`src/rtl/point_collector.sv`:
```
// Point collector: detects player/point overlap, counts collected points in BCD
// and runs a respawn request/acknowledge handshake followed by a blanking period.
module point_collector #(
  parameter int POINT_SIZE      = 8,
  parameter int PLAYER_SIZE     = 16,
  parameter int COOLDOWN_CYCLES = 16
) (
  input  logic        clk,
  input  logic        rst,
  input  logic [9:0]  player_x,
  input  logic [9:0]  player_y,
  input  logic [9:0]  point_x,
  input  logic [9:0]  point_y,
  input  logic        point_valid,
  output logic        respawn_req,
  input  logic        respawn_ack,
  output logic        hit_pulse,
  output logic [11:0] score,
  output logic        score_sat,
  output logic        busy,
  output logic [2:0]  o_dbg_state
);

  // Handshake: respawn_req rises after a hit and is held until respawn_ack is
  // sampled high while in REQ; the transfer completes on that clock edge.

  typedef enum logic [2:0] {
    IDLE     = 3'd0,
    ARMED    = 3'd1,
    HIT      = 3'd2,
    REQ      = 3'd3,
    COOLDOWN = 3'd4
  } state_t;

  localparam logic [10:0] REACH   = 11'(POINT_SIZE + PLAYER_SIZE);
  localparam logic [7:0]  CD_INIT = 8'(COOLDOWN_CYCLES - 1);

  state_t      r_state;
  logic        r_overlap_q;
  logic [7:0]  r_cnt;
  logic [11:0] r_score;
  logic        r_score_sat;
  logic        r_hit_pulse;
  logic        r_respawn_req;

  logic        w_overlap;
  logic        w_at_max;
  logic [11:0] w_score_inc;

  function automatic logic [11:0] bcd_inc(input logic [11:0] v);
    logic [3:0] h, t, u;
    h = v[11:8];
    t = v[7:4];
    u = v[3:0];
    if (u == 4'd9) begin
      u = 4'd0;
      if (t == 4'd9) begin
        t = 4'd0;
        h = h + 4'd1;
      end else begin
        t = t + 4'd1;
      end
    end else begin
      u = u + 4'd1;
    end
    return {h, t, u};
  endfunction

  // Each side adds the reach to the smaller operand so nothing can underflow.
  assign w_overlap = (({1'b0, point_x}  + REACH) > {1'b0, player_x}) &&
                     (({1'b0, player_x} + REACH) > {1'b0, point_x})  &&
                     (({1'b0, point_y}  + REACH) > {1'b0, player_y}) &&
                     (({1'b0, player_y} + REACH) > {1'b0, point_y});

  assign w_at_max    = (r_score == 12'h999);
  assign w_score_inc = bcd_inc(r_score);

  always_ff @(posedge clk or posedge rst) begin
    if (rst) begin
      r_overlap_q <= 1'b0;
    end else begin
      r_overlap_q <= w_overlap;
    end
  end

  always_ff @(posedge clk or posedge rst) begin
    if (rst) begin
      r_state       <= IDLE;
      r_cnt         <= 8'd0;
      r_score       <= 12'h000;
      r_score_sat   <= 1'b0;
      r_hit_pulse   <= 1'b0;
      r_respawn_req <= 1'b0;
    end else begin
      case (r_state)
        IDLE: begin
          if (point_valid) r_state <= ARMED;
        end
        ARMED: begin
          if (!point_valid) begin
            r_state <= IDLE;
          end else if (r_overlap_q) begin
            r_state     <= HIT;
            r_hit_pulse <= 1'b1;
            if (w_at_max) begin
              r_score_sat <= 1'b1;
            end else begin
              r_score     <= w_score_inc;
              r_score_sat <= (w_score_inc == 12'h999);
            end
          end
        end
        HIT: begin
          r_state       <= REQ;
          r_hit_pulse   <= 1'b0;
          r_respawn_req <= 1'b1;
        end
        REQ: begin
          if (respawn_ack) begin
            r_state       <= COOLDOWN;
            r_respawn_req <= 1'b0;
            r_cnt         <= CD_INIT;
          end
        end
        COOLDOWN: begin
          if (r_cnt == 8'd0) begin
            r_state <= point_valid ? ARMED : IDLE;
          end else begin
            r_cnt <= r_cnt - 8'd1;
          end
        end
        default: r_state <= IDLE;
      endcase
    end
  end

  assign respawn_req = r_respawn_req;
  assign hit_pulse   = r_hit_pulse;
  assign score       = r_score;
  assign score_sat   = r_score_sat;
  assign busy        = (r_state == HIT) || (r_state == REQ) || (r_state == COOLDOWN);
  assign o_dbg_state = r_state;

endmodule

```
`config.mk`:
```
export PLATFORM = sky130hd
export DESIGN_NAME = point_collector
export DESIGN_NICKNAME = d
export VERILOG_FILES = /design/src/rtl/point_collector.sv
export SDC_FILE = /design/constraint.sdc
export NUM_CORES = 1
export LEC_CHECK = 0
export CORE_MARGIN = 2
export CORE_UTILIZATION = 33
export DETAILED_ROUTE_END_ITERATION = 12
export PLACE_DENSITY = 0.53
export SLEW_MARGIN = 5
export SYNTH_ARGS = -nofsm -noshare
export SYNTH_HDL_FRONTEND = slang
export SYNTH_SLANG_ARGS = --single-unit
```
`constraint.sdc`:
```
create_clock -name clk -period 2.4 [get_ports clk]
set_clock_uncertainty 0.2 [all_clocks]
set_input_delay 0.6 -clock clk [delete_from_list [all_inputs] [get_ports clk]]
set_output_delay 0.6 -clock clk [all_outputs]
set_load 0.02 [all_outputs]
```
**Run 1: clock distribution**

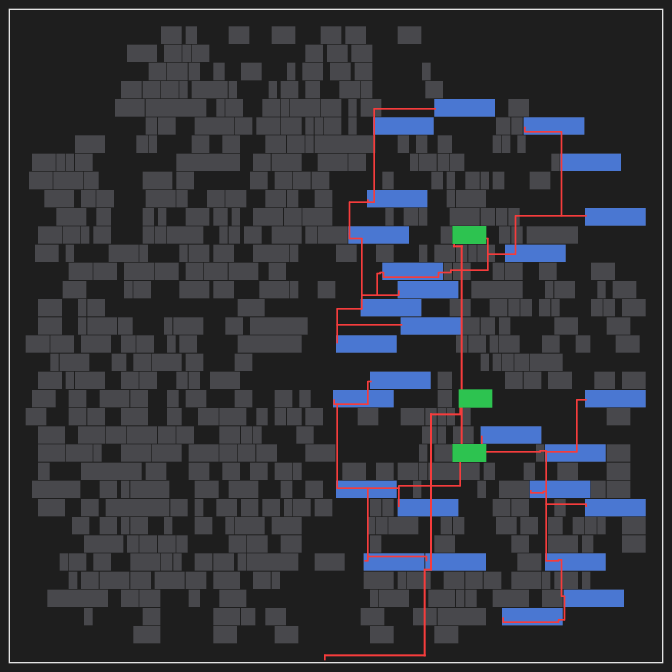
blue -> flip-flops  # count 27
red -> clock wires  # length 380 um
green -> clock-net drivers  # count 3
routed clock nets = 4

**Run 1: I/O pins on the die edge**

Pins as bars across the die edge, other pins in gray.
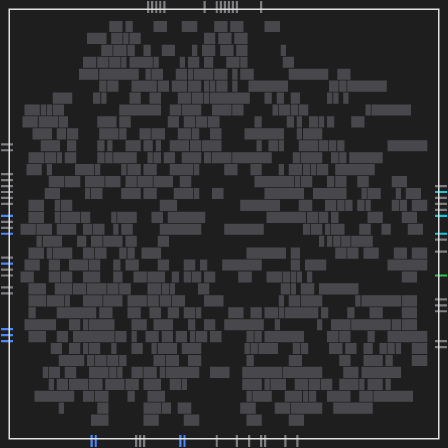
cyan -> o_dbg_state  # pins 3, direction output, edge right
blue -> player_x  # pins 10, direction input, edge 6 left, 4 bottom
green -> score_sat  # pins 1, direction output, edge right
all pins by edge = 21 left, 15 right, 14 bottom, 13 top

**Run 1: clock nets**

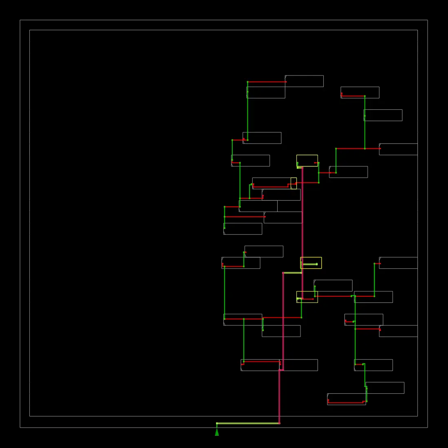
CTS buffer count: 3
final sequential cell count: 27

==> Flow_metrics.wiki, run 1 <==
== Run summary ==
{| class="wikitable"
! Metric !! Value
|-
| Most frequently used flop master after synthesis || sky130_fd_sc_hd__dfrtp_1
|-
| Violations in the final reports || negative setup slack
|-
| Synthesized netlist cell count || 339
|-
| Fin. max-slew vios || 0
|-
| Clock input transition at the sequential cells of the worst setup and hold paths || 0.09 ns
|-
| Floorplan Nets || 432
|-
| Cell taking the most area after synthesis || sky130_fd_sc_hd__dfrtp_1
|-
| Max-cap check violation count || 0
|-
| Overall power after layout || 1910 uW
|-
| Floorplan utilization || 0.336
|-
| Min Hold Slack || 0.292 ns
|-
| Setup violations, final || 1
|-
| Number of global-route vias before repair || 2855
|-
| Pin count of the biggest net entering global routing || 28
|-
| Buffer depth of the longest clock path || 2
|-
| Cell area power density || 425 nW/um^2
|-
| Switching Power || 731 uW
|-
| Worst-case register-to-register setup slack || 0.21 ns
|-
| Crit path arrival time || 2.48 ns
|-
| Slew @ Worst Pin || 0.603 ns
|-
| Worst path cell trace || dlygate4sd2_1 -> inv_1 -> nor3_4 -> nand3_2 -> xnor2_1 -> ha_1 -> nand3_2 -> mux2_4 -> a2bb2oi_4 -> nor4b_4
|-
| Run status || complete, but fails checks
|-
| FP Rows || 34
|-
| CP Capture Point || r_overlap_q$_DFF_PP0_
|-
| Origin of the critical flop-to-flop path || score[1]$_DFFE_PP0P_
|-
| Drt wl/cell || 12.1 um
|-
| Worst Path Required || 2.39 ns
|-
| Crit path setup slack, layout || -0.0895 ns
|-
| Post-synth tally of flip-flops with integrated enable || 0
|-
| Maximum clock frequency || 402 MHz
|-
| Post-cts hold-fix buffer tally || 0
|-
| Die extent in x || 97.6 um
|-
| First-pass iteration count of the detailed router || 4
|-
| Post-DR vias/cell || 4.80
|-
| Min-Delay Path Depth || 1
|-
| First-pass GRT wire length || 12600 um
|-
| Die span in y || 97.6 um
|-
| Boundary pin count || 63
|-
| Post-DP HPWL || 5890 um
|-
| Remaining antenna violation count || 0
|-
| Core Util, Final || 0.524
|-
| Inserted Diodes || 0
|-
| Placer's final routability congestion estimate || 0.848
|-
| Crit-path slowest cell || sky130_fd_sc_hd__ha_1
|-
| Total congestion overflow after global routing || 0
|-
| Setup crit end kind || register
|-
| Worst slew margin || 0.597
|-
| Tool warnings || 39
|-
| Most frequently used cell type in the post-synthesis netlist || sky130_fd_sc_hd__inv_1
|-
| Post-synthesis to final-layout area growth || 55.8%
|-
| Setup total negative slack || -0.0895 ns
|-
| Flip-flop and latch count after synthesis || 27
|-
| Leakage Power || 0.00221 uW
|-
| Total internal power || 1180 uW
|-
| Number of different library cells in the post-synthesis netlist || 52
|-
| Part of the power in combinational logic || 0.512
|-
| Largest stage delay, worst path || 0.33 ns
|-
| Largest fanout on the critical path || 4
|-
| Area fraction of the dominant cell type after synthesis || 0.234
|-
| Fraction of power consumed by the clock network || 0.136
|-
| Total number of vias || 2833
|-
| Period minus WS final || 2.49 ns
|-
| Final worst path period share || 1.04
|-
| Clock net sink count || 27
|-
| Switch share || 0.382
|-
| Largest vdd supply drop || 0.254 mV
|-
| Core box area || 8590 um^2
|-
| Master cell of the clock root buffer || sky130_fd_sc_hd__clkbuf_8
|-
| Terminus of the critical flop-to-flop path || score[2]$_DFFE_PP0P_
|-
| Post-synthesis cell count from yosys || 339
|-
| DRC || 0
|-
| Cell types with the largest area share after synthesis || sky130_fd_sc_hd__dfrtp_1 23%, sky130_fd_sc_hd__ha_1 21%, sky130_fd_sc_hd__xnor2_1 7.9%
|-
| Critical path launch point type || primary input
|-
| Post-synthesis average cell area || 8.53 um^2
|-
| Die outline area || 9530 um^2
|-
| Most used standard cells in the synthesized netlist || 55 x sky130_fd_sc_hd__inv_1, 49 x sky130_fd_sc_hd__ha_1, 27 x sky130_fd_sc_hd__dfrtp_1, 26 x sky130_fd_sc_hd__xnor2_1, 21 x sky130_fd_sc_hd__a21oi_1
|}
==> run 1: worst max-delay path: cells and delay by family <==
kind / cells / cell delay, ns
AOI/OAI and AO/OA: 1 / 0.14
xor gates and xnor gates: 1 / 0.14
adders and majority gates: 1 / 0.33
buffers and inverters: 2 / 0.36
muxes: 1 / 0.31
and+or+nand+nor: 4 / 0.58
==> run 1: power by group through the flow <==
stage               clock network (uW)  registers (uW)  logic [uW]
detailed placement                   0             684         933
floorplan                            0             723         490
global route                       289             692        1090
CTS                                276             676         974
finish                             261             674         979
global placement                     0             677         921
==> run 1: worst min-delay path by stage <==
stage / to / from
global route: score[11]$_DFFE_PP0P_ / score[11]$_DFFE_PP0P_
global placement: hit_pulse$_DFFE_PP0P_ / hit_pulse$_DFFE_PP0P_
finish: hit_pulse$_DFFE_PP0P_ / hit_pulse$_DFFE_PP0P_
floorplan: r_cnt[6]$_DFFE_PP0P_ / r_cnt[6]$_DFFE_PP0P_
CTS: score[11]$_DFFE_PP0P_ / score[11]$_DFFE_PP0P_
detailed placement: hit_pulse$_DFFE_PP0P_ / hit_pulse$_DFFE_PP0P_
==> run 1: layout make-up <==
cell class | instances | area [um^2]
Tap cell | 108 | 135
Multi-Input combinational cell | 254 | 2210
Clock buffer | 4 | 45.0
Timing Repair Buffer | 141 | 1210
Fill cell | 811 | 4090
Sequential cell | 27 | 676
Inverter | 56 | 230
==> run 1: timing repair <==
| action | CTS | global route |
|---|---|---|
| buffers inserted | 9 | 1 |
| endpoints found under the setup margin | 2 | 1 |
| pin swaps | 36 | 13 |
| resized | 76 | 14 |
==> run 1: sequential cells by signal, indices dropped and copies added (netlist names) <==
name / flops
score: 12
r_cnt: 8
o_dbg_state: 3
hit_pulse: 1
r_overlap_q: 1
respawn_req: 1
score_sat: 1
==> run 1: layer usage <==
metal | vias up | track usage | part of all wire
met1 | 1299 | 0.206 | 0.47
met2 | 47 | 0.272 | 0.49
met3 | 5 | 0.0137 | 0.027
met5 | - | 0 | 0
li1 | 1482 | - | -
met4 | 0 | 0.0342 | 0.0095
==> run 1: cell families (layout without fill, tap and decap cells) <==
logic type | after synthesis | in the layout | share of synthesized area
compound gates | 75 | 75 | 0.172
flops | 27 | 27 | 0.234
mux | 5 | 5 | 0.0199
buf+inv | 58 | 201 | 0.0783
simple gates | 97 | 97 | 0.199
fa+ha+maj | 49 | 49 | 0.212
xor+xnor | 28 | 28 | 0.0848
==> run 1: through the flow <==
stage,worst slack [ns],cell area [um^2],cells
after floorplan,-0.0544,3000,339
after global placement,-0.804,4260,577
after detailed placement,-0.867,4260,577
after CTS,-0.102,4480,590
after global routing,-0.201,4500,590
final,-0.0895,4500,590
**Run 1: sizing map**

Bar = 20 um.
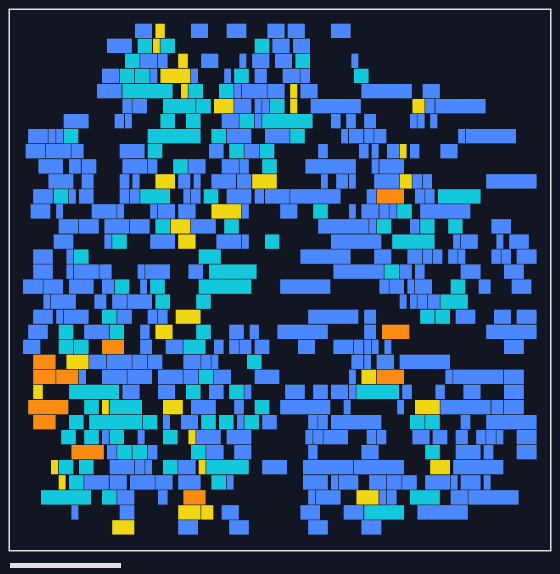

## Run 2: what changed since run 1
Settings changed: CORE_MARGIN 2 to 1, HOLD_SLACK_MARGIN set to 0.12.
Clock period 2.4 ns to 3.21 ns, I/O delays scaled along.
**Run 2: sizing map**

Bar = 20 um.
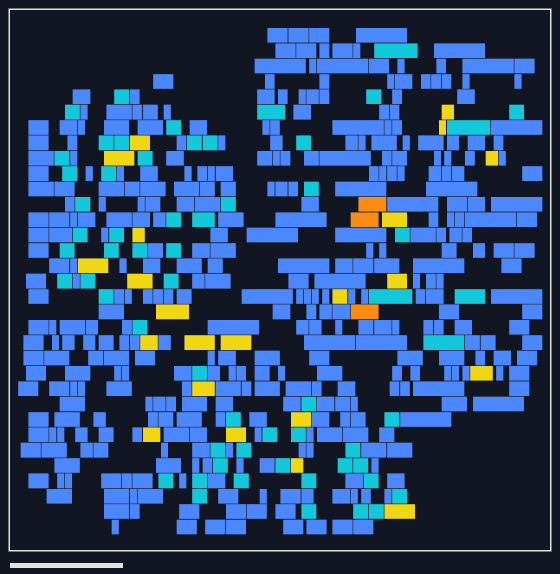
cyan -> x3 and x4  # cells 60
orange -> x6 and larger  # cells 3
blue -> x1 and smaller  # cells 371
yellow -> x2  # cells 22

**Run 2: clock nets**

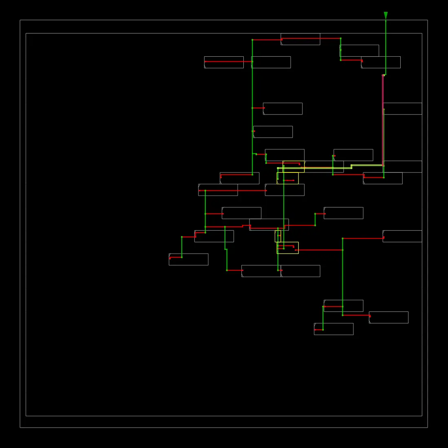
power consumed by the clock network: 195 uW
Skew-Pair Late Insertion Delay: 0.27 ns

==> Flow_metrics.wiki, run 2 <==
== Run summary ==
{| class="wikitable"
! Metric !! Value
|-
| Run status || completed
|-
| Number of different library cells in the post-synthesis netlist || 52 (unchanged)
|-
| Slew @ Worst Pin || 0.566 ns (-0.0371 ns)
|-
| Worst slew margin || 0.622 (+0.0248)
|-
| Fin. max-slew vios || 0 (unchanged)
|-
| Post-synthesis cell count from yosys || 339 (unchanged)
|-
| Worst slack after detailed placement || -0.354 ns (+0.513 ns)
|-
| Launch point of the critical path || player_y[3]
|-
| Crit path setup slack, layout || 0.183 ns (+0.272 ns)
|-
| Leakage Power || 0.00203 uW (-8.1%)
|-
| Global routing met1 resource utilization || 0.226 (+0.0199)
|-
| Number of global-route vias before repair || 2676 (-6.3%)
|-
| Most frequently used cell type in the post-synthesis netlist || sky130_fd_sc_hd__inv_1
|-
| Post-DR vias/cell || 4.81 (+0.23%)
|-
| Maximum clock frequency || 330 MHz
|-
| Max-cap check violation count || 0 (unchanged)
|-
| Clock input transition at the sequential cells of the worst setup and hold paths || 0.10 ns (about the same)
|-
| FP Rows || 33 (-2.9%)
|-
| Core box area || 8340 um^2 (-2.9%)
|-
| Floorplan utilization || 0.347 (+0.0102)
|-
| CTS buffer count || 3 (unchanged)
|-
| Switch share || 0.377 (-0.00476)
|-
| Placer's final routability congestion estimate || 0.819 (-3.4%)
|-
| Fraction of power consumed by the clock network || 0.142 (+0.006)
|-
| Number of instances in the placed design || 557 (-3.5%)
|-
| Stages on the worst setup path || 11 (+1)
|-
| Floorplan Nets || 432 (unchanged)
|-
| Tool warnings || 36 (-7.7%)
|-
| Area fraction of the dominant cell type after synthesis || 0.234 (unchanged)
|-
| Crit path arrival time || 3.01 ns (+0.53 ns)
|-
| First-pass iteration count of the detailed router || 4 (unchanged)
|-
| Cell taking the most area after synthesis || sky130_fd_sc_hd__dfrtp_1
|-
| Met3 Resource Use GR || 0.0159 (+0.00228)
|-
| Fraction of met2 tracks used by global routing || 0.266 (-0.00555)
|-
| Inserted Diodes || 0 (unchanged)
|-
| Worst-case register-to-register setup slack || 0.84 ns (+0.63 ns)
|-
| Critical path launch point type || primary input
|-
| Part of the power in combinational logic || 0.489 (-0.023)
|-
| Most frequently used flop master after synthesis || sky130_fd_sc_hd__dfrtp_1
|-
| Total internal power || 853 uW (-28%)
|-
| Most used standard cells in the synthesized netlist || 55 x sky130_fd_sc_hd__inv_1, 49 x sky130_fd_sc_hd__ha_1, 27 x sky130_fd_sc_hd__dfrtp_1, 26 x sky130_fd_sc_hd__xnor2_1, 21 x sky130_fd_sc_hd__a21oi_1
|-
| Largest fanout on the critical path || 2 (-2)
|-
| Total setup buffers inserted after CTS || 0 (-9)
|-
| Terminus of the critical flop-to-flop path || score[2]$_DFFE_PP0P_
|-
| Boundary pin count || 63 (unchanged)
|-
| Cell area power density || 331 nW/um^2 (-22%)
|-
| Tally of filler cells in the layout || 821 (+1.2%)
|-
| Number of flip-flops under the largest register name || 12 (unchanged)
|-
| Worst path cell trace || clkdlybuf4s50_1 -> inv_1 -> ha_1 -> nor3_2 -> nand3_1 -> xnor2_1 -> ha_1 -> nand3_1 -> mux2_2 -> a2bb2oi_1 -> nor4b_2
|-
| Origin of the critical flop-to-flop path || score[1]$_DFFE_PP0P_
|-
| Total congestion overflow after global routing || 0 (unchanged)
|-
| First-pass GRT wire length || 11700 um (-6.8%)
|-
| CP Capture Point || r_overlap_q$_DFF_PP0_
|-
| Final worst path period share || 0.943
|-
| Largest stage delay, worst path || 0.48 ns (+0.15 ns)
|-
| Setup total negative slack || 0 ns (+0.0895 ns)
|-
| Synthesized netlist cell count || 339 (unchanged)
|-
| Post-synthesis to final-layout area growth || 43.2%
|-
| Die outline area || 9140 um^2 (-4.1%)
|-
| Total number of vias || 2700 (-4.7%)
|-
| Cell family with the largest share of critical-path delay || simple AND/OR/NAND/NOR gates
|-
| Core Util, Final || 0.497 (-0.0276)
|-
| Post-synth tally of flip-flops with integrated enable || 0 (unchanged)
|-
| Drt wl/cell || 12.0 um (-1.0%)
|-
| Flip-flop and latch count after synthesis || 27 (unchanged)
|-
| Period minus WS final || 3.03 ns
|-
| Remaining antenna violation count || 0 (unchanged)
|-
| Switching Power || 517 uW (-29%)
|-
| Cell types with the largest area share after synthesis || sky130_fd_sc_hd__dfrtp_1 23%, sky130_fd_sc_hd__ha_1 21%, sky130_fd_sc_hd__xnor2_1 7.9%
|-
| Non-Filler Instances || 561 (-4.9%)
|-
| Layer with the highest usage || met2
|-
| Worst Path Required || 3.20 ns (+0.81 ns)
|-
| Pin count of the biggest net entering global routing || 23 (-18%)
|-
| Setup violations, final || 0 (-1)
|-
| Min Hold Slack || 0.306 ns (+0.0135 ns)
|-
| Post-synthesis average cell area || 8.53 um^2 (unchanged)
|-
| Largest vdd supply drop || 0.220 mV (-13%)
|-
| Post-cts hold-fix buffer tally || 0 (unchanged)
|-
| Master cell of the clock root buffer || sky130_fd_sc_hd__clkbuf_8
|-
| Setup crit end kind || register
|-
| TritonCTS clock tree || done
|-
| Crit-path slowest cell || sky130_fd_sc_hd__clkdlybuf4s50_1
|-
| DRC || 0 (unchanged)
|-
| Clock net sink count || 27 (unchanged)
|-
| Buf+Inv Stages, Crit Path || 2 (unchanged)
|}
**Run 2: I/O pins on the die edge**

Pins as bars across the die edge, other pins in gray.
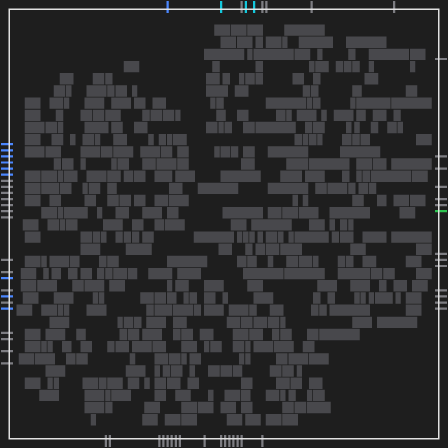
blue -> player_x  # pins 10, direction input, edge 9 left, 1 top
cyan -> o_dbg_state  # pins 3, direction output, edge top
green -> score_sat  # pins 1, direction output, edge right
die span in y: 95.6 um
Port Buffer Count: 62
die extent in x: 95.6 um

-- run 2: power groups by stage --
stage,Sequential (uW),Clock [uW],Combinational [uW]
CTS,506,204,669
global route,521,218,758
floorplan,540,0,350
detailed placement,513,0,665
finish,506,195,670
global placement,514,0,655
-- run 2: cells by family after synthesis --
family	share of synthesized area
xor+xnor	0.0848
buf+inv	0.0783
fa+ha+maj	0.212
flops	0.234
compound gates	0.172
simple gates	0.199
mux	0.0199
-- run 2: layer usage --
layer | wire (um) | part of all wire
met1 | 3420 | 0.51
met2 | 3080 | 0.46
met3 | 188 | 0.028
met4 | 21 | 0.0031
met5 | 0 | 0
-- run 2: what timing repair did --
item,in CTS,in global routing
hold endpoints to repair,0,0
pin swaps,1,9
endpoints found under the setup margin,1,1
resized,2,17
-- run 2: final cells by class --
cell class                 instances  area, um^2  area share
multi-input combinational        254        2060       0.496
timing repair buffer             115        1020       0.247
sequential                        27         676       0.163
inverter                          56         210      0.0508
tap                              105         131      0.0317
clock buffer                       4        45.0      0.0109
-- run 2: stage by stage --
step / instance area, um^2 / power [uW]
6_report: 4140 / 1370
5_1_grt: 4140 / 1500
4_1_cts: 4080 / 1380
3_5_place_dp: 4030 / 1180
3_3_place_gp: 4030 / 1170
2_1_floorplan: 2890 / 890
-- run 2: how the worst min path moves through the flow --
stage	startpoint	end	slack, ns	cells past startpoint
after floorplan	r_cnt[6]$_DFFE_PP0P_	r_cnt[6]$_DFFE_PP0P_	0.27	1
after global placement	score[11]$_DFFE_PP0P_	score[11]$_DFFE_PP0P_	0.29	1
after detailed placement	score[11]$_DFFE_PP0P_	score[11]$_DFFE_PP0P_	0.30	1
after CTS	score[11]$_DFFE_PP0P_	score[11]$_DFFE_PP0P_	0.31	1
after global routing	score[11]$_DFFE_PP0P_	score[11]$_DFFE_PP0P_	0.34	1
final	score[11]$_DFFE_PP0P_	score[11]$_DFFE_PP0P_	0.31	1
## Run 3: what changed since run 2
Settings changed: CTS_CLUSTER_SIZE set to 24.
**Run 3: cell classes on the final placement**

Bar = 20 um.
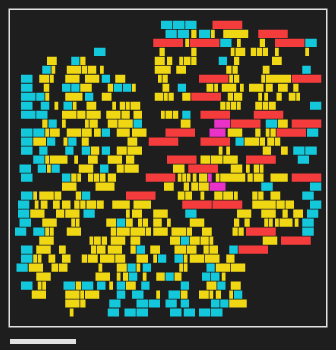
cyan -> remaining buffers and delay cells  # cells 115
yellow -> remaining logic cells  # cells 310
red -> registers  # cells 27
magenta -> clock drivers and dummy loads  # cells 4

**Run 3: sizing map**

Bar = 20 um.
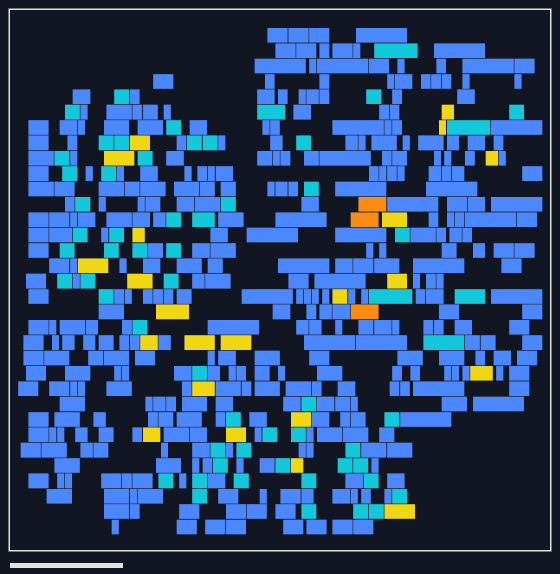
yellow -> x2  # cells 22
blue -> x1 and smaller  # cells 371
orange -> x6 and larger  # cells 3
cyan -> x3 and x4  # cells 60

==> Flow_metrics.wiki, run 3 <==
== Run summary ==
{| class="wikitable"
! Metric !! Value
|-
| Boundary pin count || 63 (unchanged)
|-
| Number of different library cells in the post-synthesis netlist || 52 (unchanged)
|-
| Total number of vias || 2700 (unchanged)
|-
| Master cell of the clock root buffer || sky130_fd_sc_hd__clkbuf_8
|-
| Slew @ Worst Pin || 0.566 ns (unchanged)
|-
| Synthesized netlist cell count || 339 (unchanged)
|-
| Post-synth tally of flip-flops with integrated enable || 0 (unchanged)
|-
| Clock input transition at the sequential cells of the worst setup and hold paths || 0.10 ns (about the same)
|-
| Pin count of the biggest net entering global routing || 23 (unchanged)
|-
| Most frequently used cell type in the post-synthesis netlist || sky130_fd_sc_hd__inv_1
|-
| Skew-Pair Late Insertion Delay || 0.27 ns (about the same)
|-
| Antenna violations before repair || 0
|-
| Largest fanout on the critical path || 2 (unchanged)
|-
| Setup violations, final || 0 (unchanged)
|-
| Number of global-route vias before repair || 2676 (unchanged)
|-
| Drt wl/cell || 12.0 um (unchanged)
|-
| Worst slew margin || 0.622 (unchanged)
|-
| Area fraction of the dominant cell type after synthesis || 0.234 (unchanged)
|-
| Buffer depth of the longest clock path || 2
|-
| Port Buffer Count || 62 (unchanged)
|-
| Critical path launch point type || primary input
|-
| Post-synthesis cell count from yosys || 339 (unchanged)
|-
| Overall power after layout || 1370 uW (unchanged)
|-
| Inserted Diodes || 0 (unchanged)
|-
| Max-cap check violation count || 0 (unchanged)
|-
| DRC || 0 (unchanged)
|-
| Setup crit end kind || register
|-
| Maximum clock frequency || 330 MHz (unchanged)
|-
| Share of cells above drive strength 1 || 0.186
|-
| Total setup buffers inserted after CTS || 0 (unchanged)
|-
| Area taken by flip-flops and latches || 676 um^2 (unchanged)
|-
| Cell taking the most area after synthesis || sky130_fd_sc_hd__dfrtp_1
|-
| Placer's final routability congestion estimate || 0.819 (unchanged)
|-
| Floorplan utilization || 0.347 (unchanged)
|-
| Comb gate area || 2060 um^2 (unchanged)
|-
| Fin. max-slew vios || 0 (unchanged)
|-
| Die span in y || 95.6 um (unchanged)
|-
| Post-DR vias/cell || 4.81 (unchanged)
|-
| Leakage Power || 0.00203 uW (unchanged)
|-
| Most used standard cells in the synthesized netlist || 55 x sky130_fd_sc_hd__inv_1, 49 x sky130_fd_sc_hd__ha_1, 27 x sky130_fd_sc_hd__dfrtp_1, 26 x sky130_fd_sc_hd__xnor2_1, 21 x sky130_fd_sc_hd__a21oi_1
|-
| Remaining antenna violation count || 0 (unchanged)
|-
| Tool warnings || 36 (unchanged)
|-
| Netlist area before placement || 2890 um^2
|-
| Post-synthesis to final-layout area growth || 43.2% (unchanged)
|-
| Largest vdd supply drop || 0.220 mV (unchanged)
|-
| TritonCTS clock tree || done
|-
| FP Rows || 33 (unchanged)
|-
| Total congestion overflow after global routing || 0 (unchanged)
|-
| Die outline area || 9140 um^2 (unchanged)
|-
| CTS buffer count || 3 (unchanged)
|-
| First-pass GRT wire length || 11700 um (unchanged)
|-
| Flip-flop and latch count after synthesis || 27 (unchanged)
|-
| Worst Path Required || 3.20 ns (about the same)
|-
| Register share after synthesis || 0.234
|-
| First-pass iteration count of the detailed router || 4 (unchanged)
|-
| Cell area power density || 331 nW/um^2 (unchanged)
|-
| Period minus WS final || 3.03 ns (unchanged)
|-
| Run status || completed
|-
| Core box area || 8340 um^2 (unchanged)
|-
| Final worst path period share || 0.943 (unchanged)
|-
| Worst-case register-to-register setup slack || 0.84 ns (about the same)
|-
| Crit path arrival time || 3.01 ns (about the same)
|-
| Die extent in x || 95.6 um (unchanged)
|-
| Tally of filler cells in the layout || 821 (unchanged)
|-
| Min Hold Slack || 0.306 ns (unchanged)
|-
| Setup total negative slack || 0 ns (unchanged)
|-
| Post-synthesis average cell area || 8.53 um^2 (unchanged)
|-
| Floorplan Nets || 432 (unchanged)
|-
| Number of flip-flops under the largest register name || 12 (unchanged)
|-
| Cell types with the largest area share after synthesis || sky130_fd_sc_hd__dfrtp_1 23%, sky130_fd_sc_hd__ha_1 21%, sky130_fd_sc_hd__xnor2_1 7.9%
|-
| Most frequently used flop master after synthesis || sky130_fd_sc_hd__dfrtp_1
|}
**Run 3: clock nets**

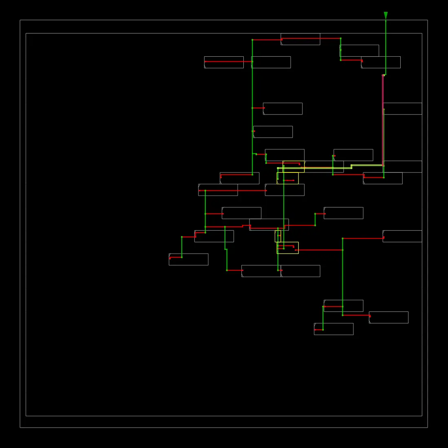
clock net sink count: 27
CLK BUF: 4

run 3: cell counts in the layout (fill, tap and decap cells not counted):
Identical to the previous run, type by type.
run 3: cell families after synthesis:
group                    Yosys count  share of synthesized area
XOR/XNOR                          28                     0.0848
multiplexers                       5                     0.0199
adder cells (fa/ha/maj)           49                      0.212
AND-OR/OR-AND                     75                      0.172
flip-flops                        27                      0.234
AND/OR/NAND/NOR                   97                      0.199
buffers and inverters             58                     0.0783
run 3: worst paths after layout:
path | start | endpoint | depth (start not counted)
setup / recovery | player_y[3] | r_overlap_q$_DFF_PP0_ | 11
hold / removal | score[11]$_DFFE_PP0P_ | score[11]$_DFFE_PP0P_ | 1
setup reg to reg | score[1]$_DFFE_PP0P_ | score[2]$_DFFE_PP0P_ | 8
hold reg to reg | score[11]$_DFFE_PP0P_ | score[11]$_DFFE_PP0P_ | 1
max in group asynchronous | rst | r_cnt[0]$_DFFE_PP0P_ | 3
min in group asynchronous | rst | r_cnt[5]$_DFFE_PP0P_ | 2
run 3: worst max-delay path: stages:
cell and delay (ns):
sky130_fd_sc_hd__clkdlybuf4s50_1 0.48, sky130_fd_sc_hd__inv_1 0.06, sky130_fd_sc_hd__ha_1 0.23, sky130_fd_sc_hd__nor3_2 0.14, sky130_fd_sc_hd__nand3_1 0.11, sky130_fd_sc_hd__xnor2_1 0.13
sky130_fd_sc_hd__ha_1 0.29, sky130_fd_sc_hd__nand3_1 0.10, sky130_fd_sc_hd__mux2_2 0.33, sky130_fd_sc_hd__a2bb2oi_1 0.15, sky130_fd_sc_hd__nor4b_2 0.20
run 3: report_power, final:
group,internal [uW],total [uW],switching [uW],leakage [uW]
Combinational,347,670,322,0.00168
Sequential,417,506,89.1,0.000327
Clock,88.8,195,106,0.0000228
run 3: timing repair:
| item | 4_1_cts | 5_1_grt |
|---|---|---|
| gates resized | 2 | 17 |
| endpoints found under the hold margin | 0 | 0 |
| pin swaps | 1 | 9 |
| hold buffers | 0 | 0 |
| setup endpoints to repair | 1 | 1 |
run 3: final cells by class:
| cell class | instances | area share |
|---|---|---|
| Timing Repair Buffer | 115 | 0.247 |
| Sequential cell | 27 | 0.163 |
| Tap cell | 105 | 0.0317 |
| Multi-Input combinational cell | 254 | 0.496 |
| Clock buffer | 4 | 0.0109 |
| Inverter | 56 | 0.0508 |
run 3: routing by layer:
metal / vias to the layer above / wire, um / global-route usage
li1: 1431 / - / -
met1: 1221 / 3420 / 0.226
met2: 46 / 3080 / 0.266
met3: 2 / 188 / 0.0159
met4: 0 / 21 / 0.0224
met5: - / 0 / 0
run 3: through the flow:
stage / instances / setup WS (ns) / area (um^2) / utilization
2_1_floorplan: 339 / 0.344 / 2890 / -
3_3_place_gp: 557 / -0.237 / 4030 / 0.483
3_5_place_dp: 557 / -0.354 / 4030 / 0.483
4_1_cts: 561 / 0.0276 / 4080 / 0.489
5_1_grt: 561 / 0.0262 / 4140 / 0.497
6_report: 561 / 0.183 / 4140 / 0.497
No activity file was given, so power comes from the tool's default toggle rates.
